## src/rtl/dispatch_pkg.sv

```systemverilog
// Shared definitions for dispatch_queue: opcode map, opcode-class helpers,
// queue entry layout and the "no dependency" tag.
package dispatch_pkg;

   localparam int DQ_XLEN  = 32;
   localparam int DQ_REG_W = 5;
   localparam int DQ_TAG_W = 4;
   localparam int DQ_OP_W  = 6;

   localparam logic [DQ_TAG_W-1:0] NO_TAG = '0;

   localparam logic [DQ_OP_W-1:0] OP_NOP   = 6'd0;
   localparam logic [DQ_OP_W-1:0] OP_LUI   = 6'd1;
   localparam logic [DQ_OP_W-1:0] OP_AUIPC = 6'd2;
   localparam logic [DQ_OP_W-1:0] OP_JAL   = 6'd3;
   localparam logic [DQ_OP_W-1:0] OP_JALR  = 6'd4;
   localparam logic [DQ_OP_W-1:0] OP_BEQ   = 6'd5;
   localparam logic [DQ_OP_W-1:0] OP_BNE   = 6'd6;
   localparam logic [DQ_OP_W-1:0] OP_BLT   = 6'd7;
   localparam logic [DQ_OP_W-1:0] OP_BGE   = 6'd8;
   localparam logic [DQ_OP_W-1:0] OP_BLTU  = 6'd9;
   localparam logic [DQ_OP_W-1:0] OP_BGEU  = 6'd10;
   localparam logic [DQ_OP_W-1:0] OP_LB    = 6'd11;
   localparam logic [DQ_OP_W-1:0] OP_LH    = 6'd12;
   localparam logic [DQ_OP_W-1:0] OP_LW    = 6'd13;
   localparam logic [DQ_OP_W-1:0] OP_LBU   = 6'd14;
   localparam logic [DQ_OP_W-1:0] OP_LHU   = 6'd15;
   localparam logic [DQ_OP_W-1:0] OP_SB    = 6'd16;
   localparam logic [DQ_OP_W-1:0] OP_SH    = 6'd17;
   localparam logic [DQ_OP_W-1:0] OP_SW    = 6'd18;
   localparam logic [DQ_OP_W-1:0] OP_ADDI  = 6'd19;
   localparam logic [DQ_OP_W-1:0] OP_ADD   = 6'd20;
   localparam logic [DQ_OP_W-1:0] OP_SUB   = 6'd21;

   typedef struct packed {
      logic [DQ_REG_W-1:0] rs1;
      logic [DQ_REG_W-1:0] rs2;
      logic [DQ_REG_W-1:0] rd;
      logic [DQ_XLEN-1:0]  imm;
      logic [DQ_OP_W-1:0]  op;
      logic [DQ_XLEN-1:0]  pc;
      logic [DQ_XLEN-1:0]  target;
      logic                taken;
   } dq_entry_t;

   function automatic logic is_branch(input logic [DQ_OP_W-1:0] op);
      return (op >= OP_BEQ) && (op <= OP_BGEU);
   endfunction

   function automatic logic is_load(input logic [DQ_OP_W-1:0] op);
      return (op >= OP_LB) && (op <= OP_LHU);
   endfunction

   function automatic logic is_store(input logic [DQ_OP_W-1:0] op);
      return (op >= OP_SB) && (op <= OP_SW);
   endfunction

   // Channel 1 is the load/store station, everything else goes to channel 0.
   function automatic logic rs_channel(input logic [DQ_OP_W-1:0] op);
      return is_load(op) || is_store(op);
   endfunction

endpackage

```

## src/rtl/dispatch_fifo.sv

```systemverilog
// Generic DEPTH-entry synchronous FIFO with flush, occupancy count and
// full/empty flags; head data is read combinationally.
module dispatch_fifo #(
   parameter int DEPTH = 4,
   parameter int WIDTH = 8
) (
   input  logic                       clk_i,
   input  logic                       rst_i,
   input  logic                       flush_i,
   input  logic                       push_i,
   input  logic                       pop_i,
   input  logic [WIDTH-1:0]           wdata_i,
   output logic [WIDTH-1:0]           rdata_o,
   output logic [$clog2(DEPTH):0]     count_o,
   output logic                       full_o,
   output logic                       empty_o
);

   localparam int PTR_W = $clog2(DEPTH);
   localparam logic [PTR_W-1:0] PTR_ONE  = PTR_W'(1);
   localparam logic [PTR_W:0]   CNT_ONE  = (PTR_W+1)'(1);
   localparam logic [PTR_W:0]   CNT_FULL = (PTR_W+1)'(DEPTH);

   logic [WIDTH-1:0] mem_q [DEPTH];
   logic [PTR_W-1:0] head_q, head_d;
   logic [PTR_W-1:0] tail_q, tail_d;
   logic [PTR_W:0]   count_q, count_d;
   logic             do_push, do_pop;

   assign full_o  = (count_q == CNT_FULL);
   assign empty_o = (count_q == '0);
   assign count_o = count_q;
   assign rdata_o = mem_q[head_q];

   // A full queue refuses a push even when the head leaves in the same cycle.
   assign do_push = push_i && !full_o && !flush_i;
   assign do_pop  = pop_i && !empty_o && !flush_i;

   always_comb begin
      head_d  = head_q;
      tail_d  = tail_q;
      count_d = count_q;
      if (flush_i) begin
         head_d  = '0;
         tail_d  = '0;
         count_d = '0;
      end else begin
         if (do_push) tail_d = tail_q + PTR_ONE;
         if (do_pop)  head_d = head_q + PTR_ONE;
         case ({do_push, do_pop})
            2'b10:   count_d = count_q + CNT_ONE;
            2'b01:   count_d = count_q - CNT_ONE;
            default: count_d = count_q;
         endcase
      end
   end

   always_ff @(posedge clk_i) begin
      if (rst_i) begin
         head_q  <= '0;
         tail_q  <= '0;
         count_q <= '0;
      end else begin
         head_q  <= head_d;
         tail_q  <= tail_d;
         count_q <= count_d;
      end
   end

   always_ff @(posedge clk_i) begin
      if (do_push) mem_q[tail_q] <= wdata_i;
   end

endmodule

```

## src/rtl/dispatch_queue.sv

```systemverilog
// Buffered in-order dispatch stage: queues decoded instructions, resolves the
// head's operands and issues it to an RS channel. Option: DISPATCH_BYPASS_EN.
module dispatch_queue
   import dispatch_pkg::*;
#(
   parameter int DEPTH  = 4,
   parameter int NUM_RS = 2,
   parameter int XLEN   = 32,
   parameter int REG_W  = 5,
   parameter int TAG_W  = 4,
   parameter int OP_W   = 6
) (
   input  logic              clk_in,
   input  logic              rst_in,
   input  logic              rdy_in,
   input  logic              flush_in,
   input  logic              dec_valid_in,
   output logic              dec_ready_out,
   input  logic [REG_W-1:0]  dec_rs1_in,
   input  logic [REG_W-1:0]  dec_rs2_in,
   input  logic [REG_W-1:0]  dec_rd_in,
   input  logic [XLEN-1:0]   dec_imm_in,
   input  logic [OP_W-1:0]   dec_op_in,
   input  logic [XLEN-1:0]   dec_pc_in,
   input  logic [XLEN-1:0]   dec_target_in,
   input  logic              dec_taken_in,
   output logic [REG_W-1:0]  rf_rs1_out,
   output logic [REG_W-1:0]  rf_rs2_out,
   input  logic              rf_busy1_in,
   input  logic              rf_busy2_in,
   input  logic [XLEN-1:0]   rf_val1_in,
   input  logic [XLEN-1:0]   rf_val2_in,
   input  logic [TAG_W-1:0]  rf_tag1_in,
   input  logic [TAG_W-1:0]  rf_tag2_in,
   output logic              rf_ren_en_out,
   output logic [REG_W-1:0]  rf_ren_rd_out,
   output logic [TAG_W-1:0]  rf_ren_tag_out,
   output logic [TAG_W-1:0]  rob_h1_out,
   output logic [TAG_W-1:0]  rob_h2_out,
   input  logic              rob_ready1_in,
   input  logic              rob_ready2_in,
   input  logic [XLEN-1:0]   rob_val1_in,
   input  logic [XLEN-1:0]   rob_val2_in,
   input  logic              rob_full_in,
   input  logic [TAG_W-1:0]  rob_tail_in,
   output logic              rob_en_out,
   output logic [OP_W-1:0]   rob_op_out,
   output logic [REG_W-1:0]  rob_rd_out,
   output logic [XLEN-1:0]   rob_pc_out,
   output logic [XLEN-1:0]   rob_target_out,
   output logic              rob_taken_out,
   input  logic [NUM_RS-1:0] rs_full_in,
   output logic [NUM_RS-1:0] rs_en_out,
   output logic [OP_W-1:0]   rs_op_out,
   output logic [XLEN-1:0]   rs_pc_out,
   output logic [XLEN-1:0]   rs_a_out,
   output logic [TAG_W-1:0]  rs_dest_out,
   output logic [XLEN-1:0]   rs_vj_out,
   output logic [XLEN-1:0]   rs_vk_out,
   output logic [TAG_W-1:0]  rs_qj_out,
   output logic [TAG_W-1:0]  rs_qk_out,
   input  logic              cdb_en_in,
   input  logic [TAG_W-1:0]  cdb_tag_in,
   input  logic [XLEN-1:0]   cdb_val_in
);

   localparam int CNT_W = $clog2(DEPTH) + 1;
   localparam logic [CNT_W-1:0] CNT_DEPTH = CNT_W'(DEPTH);

   dq_entry_t        dec_entry, fifo_rdata, head;
   logic [CNT_W-1:0] fifo_count;
   logic             fifo_full, fifo_empty;
   logic             bypass, head_valid, ch, fire, push, pop, flush;

   // First-match operand resolution; returns {value, tag}.
   function automatic logic [XLEN+TAG_W-1:0] resolve(
      input logic [REG_W-1:0] r,
      input logic             busy,
      input logic [XLEN-1:0]  rf_val,
      input logic [TAG_W-1:0] tag,
      input logic             rob_ready,
      input logic [XLEN-1:0]  rob_val,
      input logic             cdb_en,
      input logic [TAG_W-1:0] cdb_tag,
      input logic [XLEN-1:0]  cdb_val
   );
      if (r == '0)                      return {{XLEN{1'b0}}, NO_TAG};
      else if (!busy)                   return {rf_val, NO_TAG};
      else if (rob_ready)               return {rob_val, NO_TAG};
      else if (cdb_en && cdb_tag == tag) return {cdb_val, NO_TAG};
      else                              return {{XLEN{1'b0}}, tag};
   endfunction

   always_comb begin
      dec_entry        = '0;
      dec_entry.rs1    = dec_rs1_in;
      dec_entry.rs2    = dec_rs2_in;
      dec_entry.rd     = dec_rd_in;
      dec_entry.imm    = dec_imm_in;
      dec_entry.op     = dec_op_in;
      dec_entry.pc     = dec_pc_in;
      dec_entry.target = dec_target_in;
      dec_entry.taken  = dec_taken_in;
   end

`ifdef DISPATCH_BYPASS_EN
   assign bypass = fifo_empty && dec_valid_in;
`else
   assign bypass = 1'b0;
`endif

   assign head       = bypass ? dec_entry : fifo_rdata;
   assign head_valid = !fifo_empty || bypass;
   assign ch         = rs_channel(head.op);
   assign fire       = head_valid && !rob_full_in && !rs_full_in[ch] && rdy_in && !flush_in;
   assign pop        = fire && !bypass;
   // A bypassed instruction that fires never enters the queue.
   assign push       = dec_valid_in && rdy_in && !flush_in && !(bypass && fire);
   assign flush      = flush_in && rdy_in;

   assign dec_ready_out = (fifo_count < CNT_DEPTH);

   dispatch_fifo #(
      .DEPTH (DEPTH),
      .WIDTH ($bits(dq_entry_t))
   ) u_fifo (
      .clk_i   (clk_in),
      .rst_i   (rst_in),
      .flush_i (flush),
      .push_i  (push && !fifo_full),
      .pop_i   (pop),
      .wdata_i (dec_entry),
      .rdata_o (fifo_rdata),
      .count_o (fifo_count),
      .full_o  (fifo_full),
      .empty_o (fifo_empty)
   );

   always_comb begin
      rf_rs1_out     = '0;
      rf_rs2_out     = '0;
      rob_h1_out     = '0;
      rob_h2_out     = '0;
      rf_ren_rd_out  = '0;
      rf_ren_tag_out = '0;
      rob_op_out     = '0;
      rob_rd_out     = '0;
      rob_pc_out     = '0;
      rob_target_out = '0;
      rob_taken_out  = 1'b0;
      rs_op_out      = '0;
      rs_pc_out      = '0;
      rs_a_out       = '0;
      rs_dest_out    = '0;
      rs_vj_out      = '0;
      rs_vk_out      = '0;
      rs_qj_out      = '0;
      rs_qk_out      = '0;
      rs_en_out      = '0;
      rob_en_out     = 1'b0;
      rf_ren_en_out  = 1'b0;
      if (head_valid) begin
         rf_rs1_out     = head.rs1;
         rf_rs2_out     = head.rs2;
         rob_h1_out     = rf_tag1_in;
         rob_h2_out     = rf_tag2_in;
         rf_ren_rd_out  = head.rd;
         rf_ren_tag_out = rob_tail_in;
         rob_op_out     = head.op;
         rob_rd_out     = head.rd;
         rob_pc_out     = head.pc;
         rob_target_out = head.target;
         rob_taken_out  = head.taken;
         rs_op_out      = head.op;
         rs_pc_out      = head.pc;
         rs_a_out       = head.imm;
         rs_dest_out    = rob_tail_in;
         {rs_vj_out, rs_qj_out} = resolve(head.rs1, rf_busy1_in, rf_val1_in, rf_tag1_in,
                                          rob_ready1_in, rob_val1_in,
                                          cdb_en_in, cdb_tag_in, cdb_val_in);
         {rs_vk_out, rs_qk_out} = resolve(head.rs2, rf_busy2_in, rf_val2_in, rf_tag2_in,
                                          rob_ready2_in, rob_val2_in,
                                          cdb_en_in, cdb_tag_in, cdb_val_in);
      end
      if (fire) begin
         rs_en_out[ch] = 1'b1;
         rob_en_out    = 1'b1;
         rf_ren_en_out = !is_branch(head.op) && !is_store(head.op) && (head.rd != '0);
      end
   end

endmodule
```

## config.mk

```make
export PLATFORM = sky130hd
export DESIGN_NAME = dispatch_queue
export DESIGN_NICKNAME = d
export VERILOG_FILES = /design/src/rtl/dispatch_pkg.sv /design/src/rtl/dispatch_fifo.sv /design/src/rtl/dispatch_queue.sv
export SDC_FILE = /design/constraint.sdc
export NUM_CORES = 1
export LEC_CHECK = 0
export CAP_MARGIN = 20
export CORE_UTILIZATION = 33
export DETAILED_ROUTE_END_ITERATION = 8
export GPL_ROUTABILITY_DRIVEN = 0
export GPL_TIMING_DRIVEN = 0
export PLACE_DENSITY_LB_ADDON = 0.25
export SETUP_SLACK_MARGIN = 0.5
export SLEW_MARGIN = 20
export SYNTH_ARGS = -nofsm -noshare
export SYNTH_HDL_FRONTEND = slang
export SYNTH_SLANG_ARGS = --single-unit
```

## constraint.sdc

```tcl
create_clock -name clk_in -period 6.32 [get_ports clk_in]
set_input_delay 1.264 -clock clk_in [delete_from_list [all_inputs] [get_ports clk_in]]
set_output_delay 1.264 -clock clk_in [all_outputs]
set_load 0.01 [all_outputs]
```

**Track usage over the die**

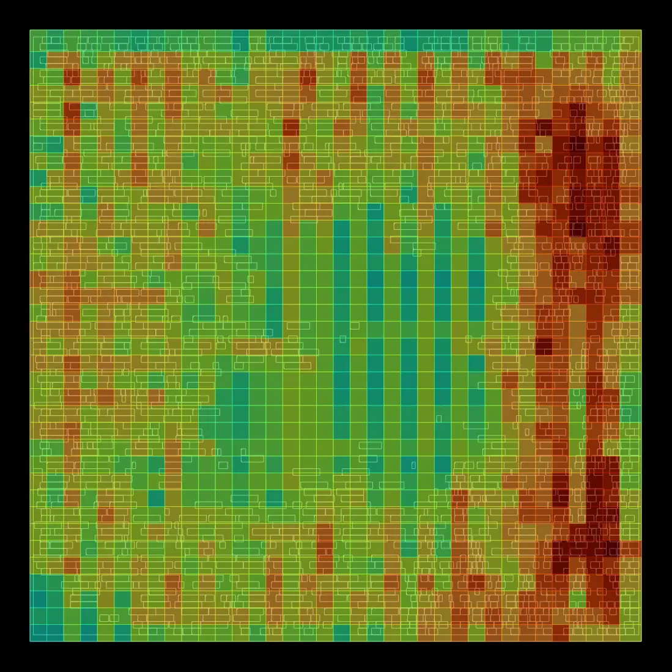
Most Crowded Layer GR: met2
grt met2 use: 35.9%

**Metal 4**

Drawn at 2 px/um. Supply wires on this layer in gray.
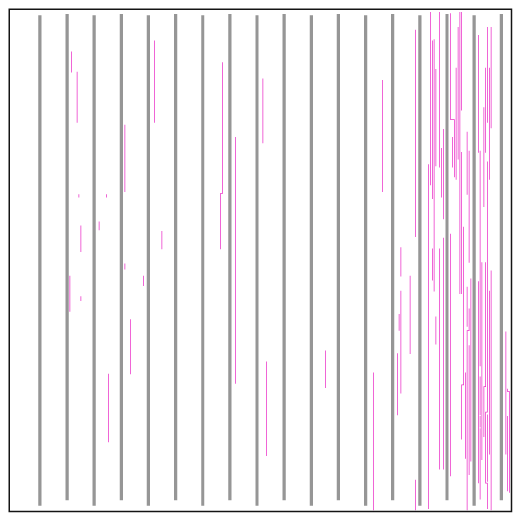
longest straight run: 172 um
main direction: vertical
wire length on this layer: 4,270 um

**Register map, names as in the netlist**

Drawn at 2 px/um.
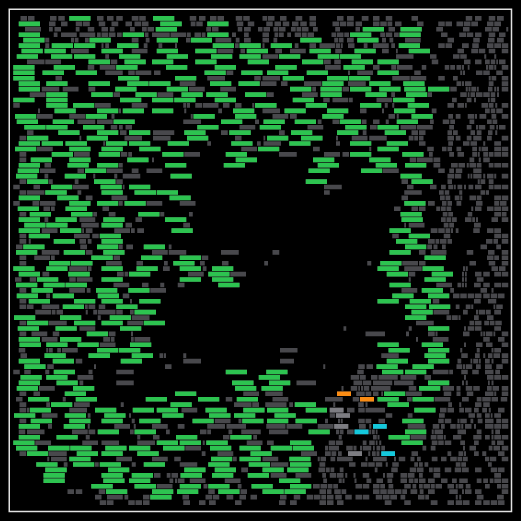
[`u_fifo.tail_q`] orange | placed flops: 2
[`u_fifo.mem_q`] green | placed flops: 472 | where: spread over the die
[`u_fifo.count_o`] cyan | placed flops: 3

**Signal wires by layer**

Drawn at 2 px/um. Two of the layers only.
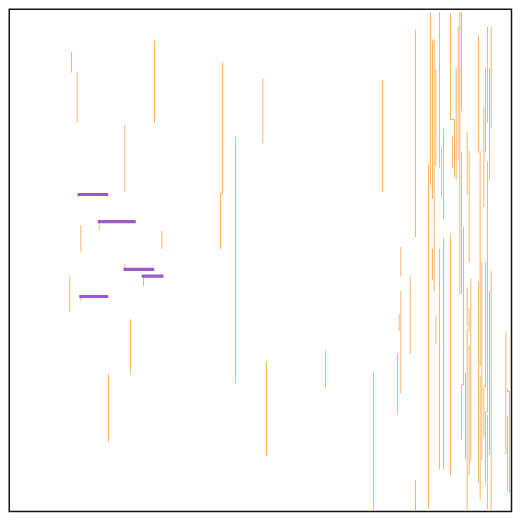
[M4] orange | wire length: 4,270 um
[M5] purple | wire length: 67.2 um

==> flow_summary.yaml <==
# physical design summary
finish:
  drive_gt1_share_pct: 16.5
  final_nets: 2068
  final_cell_mix: "clkdlybuf4s50_1, edfxtp_1, and2_1"
  syn_to_final_growth_pct: 41.9
  lay_top_count: "clkdlybuf4s50_1"
sta:
  tns_ns: 0
  finalHoldViolCount: 0
  setup_ws_ns: 0.515
  finalCritPeriodShare_pct: 91.9
  rsz0062_at_grt: "true"
  setup_viol: 0
  slew_viol_final: 0
  fin_skew_ns: 0.0238
cts:
  cts-root-buf: "clkbuf_16"
  cts_num_sinks: 481
  cts_tree: "yes"
  htree_levels: 2
  worstSkewPairLatency_ns: 0.59
  postCtsSetupBuffers: 0
  cts_buffers: 50
  cts.path.max_buffers: 3
synth:
  edf_count: 472
  synthSimpleGateAreaFrac_pct: 6.48
  flop_cell: "edfxtp_1"
  synth.cell_area_um2: 20400
  syn-instance-count: 1134
  xor_area_share_pct: 0.559
  ys_area_um2: 20400
  yosys-top-cells-area: "edfxtp_1, mux4_2, and2_1"
  aoi_share_pct: 5.13
  ys_seq_share_pct: 70.5
  ys_top_logic_family: "multiplexers"
worst_setup_path:
  startpoint_type: "primary input"
  cp.arrival_ns: 4.54
  rrSetupSlack_ns: 3.08
  path_class: "in2out"
  end_kind: "output pin"
  crit_fanout: 10
floorplanning:
  die_y_um: 250
  coreArea_um2: 60700
  io_pins: 561
  fp-row-count: 90
drt:
  drt-initial-drc-count: 753
  ant_nets: 0
  avgViaCountPerCell: 5.02
  drc_errors: 0
  firstDrtPassIters: 7
  vias: 13027
  wirelength_um: 66900
job:
  tool_warnings: 30
  max_cap_viol_count: 0
min_path:
  whs_path_depth: 2
  holdCritPathClass: "reg2reg"
grt:
  grt_max_degree: 44
  track_usage_pct: 21.2
  overflow: 0
  grt_pass1_wl_um: 95300
  grt_pass1_vias: 13730
placement:
  pre_cts_slack_ns: 0.310
  dp_hpwl_um: 49300
  port_buffers: 558
pwr:
  p_leak_uw: 0.00924
  total_power_uw: 6850
  p_per_area_nw_per_um2: 237
outcome:
  outcome: "complete, no violations"
## final cells by class
type / count / area, um^2
Fill cell: 5278 / 31800
Sequential cell: 481 / 14400
Clock inverter: 27 / 195
Multi-Input combinational cell: 519 / 5350
Antenna cell: 21 / 52.6
Inverter: 10 / 37.5
Tap cell: 782 / 978
Clock buffer: 61 / 1310
Timing Repair Buffer: 569 / 5890
Buffer: 124 / 708
## repair_timing
item | CTS | global route
gates cloned | 0 | 0
hold buffers | 0 | 0
setup endpoints to repair | 19 | 28
resized | 4 | 22
## critical path, stage by stage
cell	delay, ns
clkdlybuf4s50_1	0.54
xor2_1	0.23
nor4_2	0.38
nor2b_1	0.18
clkbuf_1	0.32
clkbuf_2	0.30
a22oi_1	0.10
a211oi_1	0.52
clkdlybuf4s50_1	0.71
## worst paths after layout
path,from,endpoint
setup / recovery,rf_tag1_in[3],rs_vj_out[23]
hold / removal,u_fifo.head_q[1],flip-flop
setup reg to reg,flip-flop,u_fifo.count_o[2]
hold reg to reg,u_fifo.head_q[1],flip-flop
## per-layer routing
| layer | vias up | track usage (%) | wire [um] |
|---|---|---|---|
| li1 | 5752 | - | - |
| met1 | 6550 | 23.1 | 24200 |
| met2 | 545 | 35.9 | 33300 |
| met3 | 170 | 6.66 | 5070 |
| met4 | 10 | 13.0 | 4270 |
| met5 | - | 0 | 67 |
## metrics by stage
step	cell area (um^2)	utilization, %	instances	hold WS, ns
after floorplan	20400	-	1134	0.460
after global placement	26900	44.4	2474	0.480
after detailed placement	27200	44.9	2485	0.502
after CTS	28800	47.4	2573	0.514
after global routing	28900	47.6	2590	0.561
final	28900	47.6	2594	0.517
## flip-flops by register name (all words and copies together) (netlist names), named ones only
| signal | flops |
|---|---|
| u_fifo.tail_q | 2 |
| u_fifo.count_o | 3 |
| u_fifo.head_q | 2 |
| u_fifo.mem_q | 472 |
## cells by family (layout without fill, tap and decap cells)
family,count (synthesis),after routing
AOI/OAI and AO/OA,140,140
and+or+nand+nor,239,239
adders and majority gates,6,6
xor gates and xnor gates,13,13
other,0,21
muxes,121,121
buffers and inverters,134,791
DFF,481,481
## Yosys cell counts, types with 2 or more instances
master    count
edfxtp_1    472
and2_1      143
mux4_2      118
nor2_1       75
a211oi_1     64
a22oi_1      64
buf_4        54
clkbuf_1     53
buf_2        13
inv_1        10
dfxtp_1       9
xor2_1        9
ha_1          5
a21oi_1       4
xnor2_1       4
nand2_1       3
nor3b_1       3
nor4b_1       3
or3_1         3
buf_1         2
buf_6         2
nor2b_1       2
nor4_1        2
o21ai_0       2
or4_1         2
## where the power goes
part	switching, uW	total (uW)	internal, uW	leakage (uW)
sequential	6.48	3540	3530	0.00434
clock	1170	2730	1560	0.000742
combinational	260	584	325	0.00416
total	1440	6850	5410	0.00924
Power figures rest on the tool's default switching activity, not on a simulated workload.
